**M3 wires**

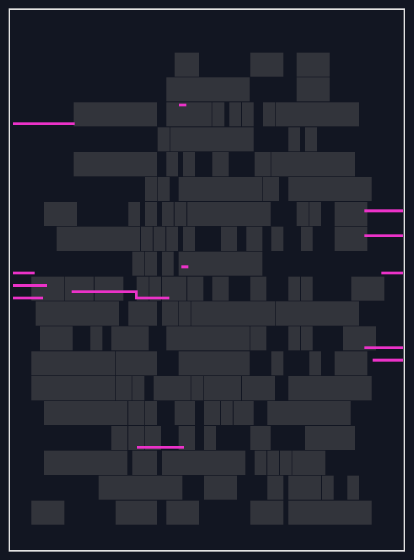
**Selected gate families**

The bar under the picture is 10 um long.
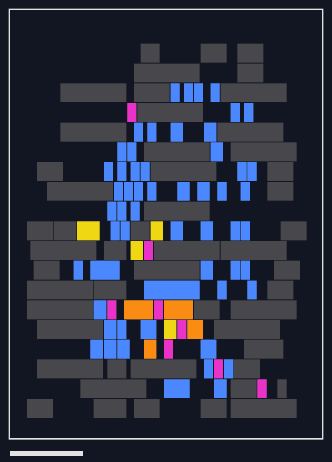
==> src/rtl/masked_bit_decoder.sv <==
// masked_bit_decoder: unmasks the three-share XOR masking stage output,
// realigns it to s1_vld_i, and deserializes the recovered bits LSB-first into
// WIDTH-bit words on a single-entry valid/ready port.
// Optional feature macro: MASKED_DEC_PARITY_EN (adds a trailing even-parity
// bit per frame and the sticky perr_o flag; otherwise perr_o is tied 0).
module masked_bit_decoder #(
  parameter int unsigned WIDTH = 8
) (
  input  logic             clk_i,
  input  logic             rst_i,
  input  logic             s1_vld_i,
  input  logic             s2_i,
  input  logic             r_i,
  input  logic             o_i,
  input  logic             clear_i,
  output logic [WIDTH-1:0] data_o,
  output logic             valid_o,
  input  logic             ready_i,
  output logic             ovf_o,
  output logic             perr_o
);

  localparam int unsigned CW = $clog2(WIDTH);

  typedef enum logic {
    COLLECT = 1'b0,
    PARITY  = 1'b1
  } state_t;

  state_t           state_q;
  state_t           state_d;
  logic             mask_q;
  logic             vld_d1;
  logic             vld_d2;
  logic [WIDTH-1:0] shreg;
  logic [CW-1:0]    bit_cnt;

  logic             b_c;
  logic             accept_c;
  logic             collect_acc_c;
  logic             last_c;
  logic [WIDTH-1:0] shreg_next_c;
  logic [WIDTH-1:0] word_c;
  logic             load_c;
`ifdef MASKED_DEC_PARITY_EN
  logic             perr_set_c;
`endif

  // Recovered bit and acceptance qualifiers
  assign b_c           = o_i ^ mask_q;
  assign accept_c      = vld_d2;
  assign collect_acc_c = accept_c && (state_q == COLLECT);
  assign last_c        = collect_acc_c && (bit_cnt == CW'(WIDTH - 1));
  assign shreg_next_c  = WIDTH'({b_c, shreg} >> 1);

  // Mask share register and two-stage valid delay line matching the masking skew
  always_ff @(posedge clk_i or posedge rst_i) begin
    if (rst_i) begin
      mask_q <= 1'b0;
      vld_d1 <= 1'b0;
      vld_d2 <= 1'b0;
    end else begin
      mask_q <= s2_i ^ r_i;
      vld_d1 <= s1_vld_i;
      vld_d2 <= vld_d1;
    end
  end

  // FSM state register
  always_ff @(posedge clk_i or posedge rst_i) begin
    if (rst_i) begin
      state_q <= COLLECT;
    end else begin
      state_q <= state_d;
    end
  end

  // FSM next-state logic
  always_comb begin
    state_d = state_q;
    if (clear_i) begin
      state_d = COLLECT;
    end else begin
      case (state_q)
        COLLECT: begin
`ifdef MASKED_DEC_PARITY_EN
          if (last_c) state_d = PARITY;
`endif
        end
        PARITY: begin
          if (accept_c) state_d = COLLECT;
        end
      endcase
    end
  end

  // FSM outputs: word completion and parity verdict
  always_comb begin
    load_c = 1'b0;
`ifdef MASKED_DEC_PARITY_EN
    word_c     = shreg;
    perr_set_c = 1'b0;
    if ((state_q == PARITY) && accept_c) begin
      if (b_c == ^shreg) begin
        load_c = 1'b1;
      end else begin
        perr_set_c = 1'b1;
      end
    end
`else
    word_c = shreg_next_c;
    if (last_c) load_c = 1'b1;
`endif
  end

  // Deserializer shift register and bit counter
  always_ff @(posedge clk_i or posedge rst_i) begin
    if (rst_i) begin
      shreg   <= '0;
      bit_cnt <= '0;
    end else if (clear_i) begin
      bit_cnt <= '0;
    end else if (collect_acc_c) begin
      shreg   <= shreg_next_c;
      bit_cnt <= last_c ? '0 : CW'(bit_cnt + CW'(1));
    end
  end

  // Single-entry holding register with overflow detection
  always_ff @(posedge clk_i or posedge rst_i) begin
    if (rst_i) begin
      data_o  <= '0;
      valid_o <= 1'b0;
      ovf_o   <= 1'b0;
    end else if (clear_i) begin
      valid_o <= 1'b0;
      ovf_o   <= 1'b0;
    end else if (load_c) begin
      if (!valid_o || ready_i) begin
        data_o  <= word_c;
        valid_o <= 1'b1;
      end else begin
        ovf_o <= 1'b1;
      end
    end else if (valid_o && ready_i) begin
      valid_o <= 1'b0;
    end
  end

`ifdef MASKED_DEC_PARITY_EN
  // Sticky parity error flag
  always_ff @(posedge clk_i or posedge rst_i) begin
    if (rst_i) begin
      perr_o <= 1'b0;
    end else if (clear_i) begin
      perr_o <= 1'b0;
    end else if (perr_set_c) begin
      perr_o <= 1'b1;
    end
  end
`else
  assign perr_o = 1'b0;
`endif

endmodule

==> config.mk <==
export PLATFORM = sky130hd
export DESIGN_NAME = masked_bit_decoder
export DESIGN_NICKNAME = d
export VERILOG_FILES = /design/src/rtl/masked_bit_decoder.sv
export SDC_FILE = /design/constraint.sdc
export NUM_CORES = 1
export LEC_CHECK = 0
export ABC_AREA = 1
export CAP_MARGIN = 40
export CORE_AREA = 2 2 41 57
export CTS_CLUSTER_SIZE = 40
export DETAILED_ROUTE_END_ITERATION = 10
export DIE_AREA = 0 0 43 59
export PLACE_DENSITY = 0.77
export SYNTH_ARGS = -nofsm -noshare
export SYNTH_HDL_FRONTEND = slang
export SYNTH_SLANG_ARGS = --single-unit
export TNS_END_PERCENT = 1
==> constraint.sdc <==
create_clock -name clk_i -period 4.3 [get_ports clk_i]
set_clock_uncertainty 0.2 [all_clocks]
set_input_delay 0.43 -clock clk_i [delete_from_list [all_inputs] [get_ports clk_i]]
set_output_delay 0.43 -clock clk_i [all_outputs]
set_load 0.02 [all_outputs]
==> run summary <==
Implementation numbers.

- In the synthesized netlist, the cells that appear most often are nand2_1, dfrtp_1, nand3_1, inv_1.
- The quantity of I/O buffers inserted on ports reads 17.
- Once synthesis finished, the tally of register bits stood at 24.
- The report lists the power per cell area as 332 nW/um^2.
- The number of cells produced by synthesis is 103.
- Cells with a size suffix above 1 make up 13.0% of the layout.
- The routed layout reports a DRC error count of 0.
- The post-synthesis cell type with the largest combined area reads dfrtp_1.
- In the placement report, post-DP HPWL is listed as 1370 um.
- The clock network accounts for 28.2% of the total power.
- The critical path's top delay family reads buffers and inverters.
- The number of antenna violations at the first check in global routing is 0.
- The area taken by flip-flops and latches reads 601 um^2.
- The area share of the leading cell type in the synthesized netlist is 59.0%.
- The critical-path maximum fanout is 3.
- For reference, the final report shows the hold violation count at 0.
- The warning count from the yosys run is 0.
- The clock transition time at the flip-flop clock pins of the worst setup and hold paths is 120 ps.
- The area of the core region reads 2000 um^2.
- The part of the power in combinational logic is 10.0%.
- The type of the worst setup path is reg -> out.
- Detailed routing inserted a total of 721 vias.
- Fill cells in the final layout number 169.
- The post-route fraction of the period consumed by the critical path is 46.2%.
- The number of H-tree branching levels is 1.
- Looking at the cell usage after synthesis, the top flip-flop cell is dfrtp_1.
- The final global-route overflow total reads 0.
- The number of rows created at floorplan reads 19.
- The kind of end point of the critical path reads an output pin.
- The required time of the critical path is 3670 ps.
- The synthesized design contains 0 enable-type register cells.
- The post-placement cell count reads 140.
- The relative area change from synthesis to final layout is 22.5%.
- The stage delay of the slowest cell on the critical path reads 620 ps.
- The setup TNS reads 0 ps.
- Global routing used 16.6% of the available tracks across all layers.
- The data arrival time of the critical path is 1360 ps.
- The pre-placement core utilization is 50.9%.
- The run finished with clean final reports.
- The core utilization of the finished layout is 62.4%.
- The number of nets produced by synthesis reads 113.
- The total tool warning count is 26.
- The multi-input combinational cells in the finished layout cover a total of 368 um^2.
- The number of distinct library cell variants in the gate-level netlist after synthesis is 21.
- The count of inserted antenna diode cells is 0.
- The number of buffers added by the clock tree synthesis step is 3.
- Per the skew report, the later register of the worst-skew pair sees a clock latency of 320 ps.
- Post-synthesis, Yosys gives the total cell area as 1020 um^2.
- Net switching is 24.5% of the power.
- The first global-routing pass estimated 3040 um of wire.
- The number of global-route vias before repair reads 736.
- Endpoints with negative setup slack in the final report add up to 0.
- Per the synth stats, the proportion of register bits with asynchronous set or reset is 100%.
- The floorplan die height reads 59 um.
- The average size of a mapped cell reads 9.88 um^2.
- The maximum number of pins on one net before global-route repair is 17.
- Along the critical path, the tally of buffer and inverter instances is 1.
- The count of TritonRoute iterations in the first routing pass is 4.
- The clock tree root driver cell reads clkbuf_4.
- The number of cells in Yosys stat reads 103.
- The cell area after placement reads 1210 um^2.
- Setup repair after global routing left no endpoint under its margin.
- The number of vias per cell is 5.01.
- The horizontal extent of the die is 43 um.
- The leakage power is 0.631 nW.
- Routability-driven placement finished with a final weighted congestion of 0.784.
- The detailed router finished its first iteration with 18 violations.
- The share of synthesized area occupied by flip-flops and latches is 59.0%.
## Picture notes: 'M3 wires'
share of all routed wire: 2.8%
wire length on this layer: 48.1 um
nets with wire on the layer: 10
main direction: horizontal

## Picture notes: 'selected gate families'
[inverters] magenta | cells: 8 | most used: inv_1
[inverting AOI/OAI gates] yellow | cells: 4 | most used: o21ai_1 | where: middle
[NOR gates] orange | cells: 4 | most used: nor2_4 | where: bottom middle
[NAND gates] blue | cells: 56 | most used: nand2_1
most instantiated logic cell after routing: nand2_1
fin cells: 144
share of the final layout cell area in multi-input gates: 29.5%

==> worst register-to-register path, delay by kind of cell (launching register included) <==
kind	cells	cell delay, ps
AND/OR/NAND/NOR	4	520
adder cells (fa/ha/maj)	2	450
flip-flops	1	410
==> cell usage in the layout, fill, tap and decap left out, types with 2 or more instances in the layout <==
cell,instances
nor2_4,2
xor2_1,2
inv_1,5
ha_1,2
clkdlybuf4s50_1,17
nand3_1,14
nand2_1,37
clkbuf_4,3
nand2_2,2
inv_2,2
o21ai_1,2
dfrtp_1,24
==> cell families (layout without fill, tap and decap cells) <==
| logic type | count (synthesis) | count (layout) | share of synthesized area, % |
|---|---|---|---|
| AND/OR/NAND/NOR | 60 | 60 | 29.3 |
| flip-flops | 24 | 24 | 59.0 |
| buffers and inverters | 10 | 30 | 4.80 |
| AND-OR/OR-AND | 4 | 4 | 2.34 |
| adder cells (fa/ha/maj) | 2 | 2 | 2.46 |
| XOR/XNOR | 2 | 2 | 1.72 |
| other | 1 | 1 | 0.369 |
==> metal layers <==
metal,vias up,global-route usage (%),part of all wire (%)
li1,362,-,-
met3,5,1.83,2.8
met5,-,0,0
met4,0,11.3,3.2
met2,12,29.0,53
met1,342,19.0,41
==> power by group through the flow <==
stage / clock network (mW) / registers [mW] / logic, mW
4_1_cts: 0.121 / 0.256 / 0.0422
6_report: 0.117 / 0.256 / 0.0415
2_1_floorplan: 0 / 0.258 / 0.0272
3_3_place_gp: 0 / 0.259 / 0.0387
3_5_place_dp: 0 / 0.260 / 0.0421
5_1_grt: 0.126 / 0.259 / 0.0480
==> registers in the layout, indices dropped and copies added (netlist names) <==
name      cells
ovf_o         1
bit_cnt       3
vld_d1        1
state_q       1
accept_c      1
data_o        8
valid_o       1
shreg         7
mask_q        1
==> cell type report <==
type                       count  share of cell area, %
clock buffer                   4                   2.91
inverter                       8                   2.41
multi-input combinational     69                   29.5
sequential                    24                   48.2
tap                           21                   2.11
timing repair buffer          18                   14.9
==> final timing paths <==
kind	startpoint	endpoint	slack [ps]	depth (start not counted)
min reg2reg	vld_d1$_DFF_PP0_	accept_c$_DFF_PP0_	160	0
max reg2reg	bit_cnt[0]$_DFFE_PP0P_	data_o[7]$_DFFE_PP0P_	2660	6
min	rst_i	valid_o$_DFFE_PP0P_	160	2
max	valid_o$_DFFE_PP0P_	valid_o	2310	1
max in group asynchronous	rst_i	data_o[0]$_DFFE_PP0P_	3310	3
min in group clk_i	vld_d1$_DFF_PP0_	accept_c$_DFF_PP0_	160	0
==> metrics by stage <==
step	setup slack [ps]	hold slack (ps)
3_5_place_dp	2420	138
4_1_cts	2300	160
6_report	2310	160
2_1_floorplan	2870	131
5_1_grt	2280	183
3_3_place_gp	2460	134
Power figures rest on the tool's default switching activity, not on a simulated workload.
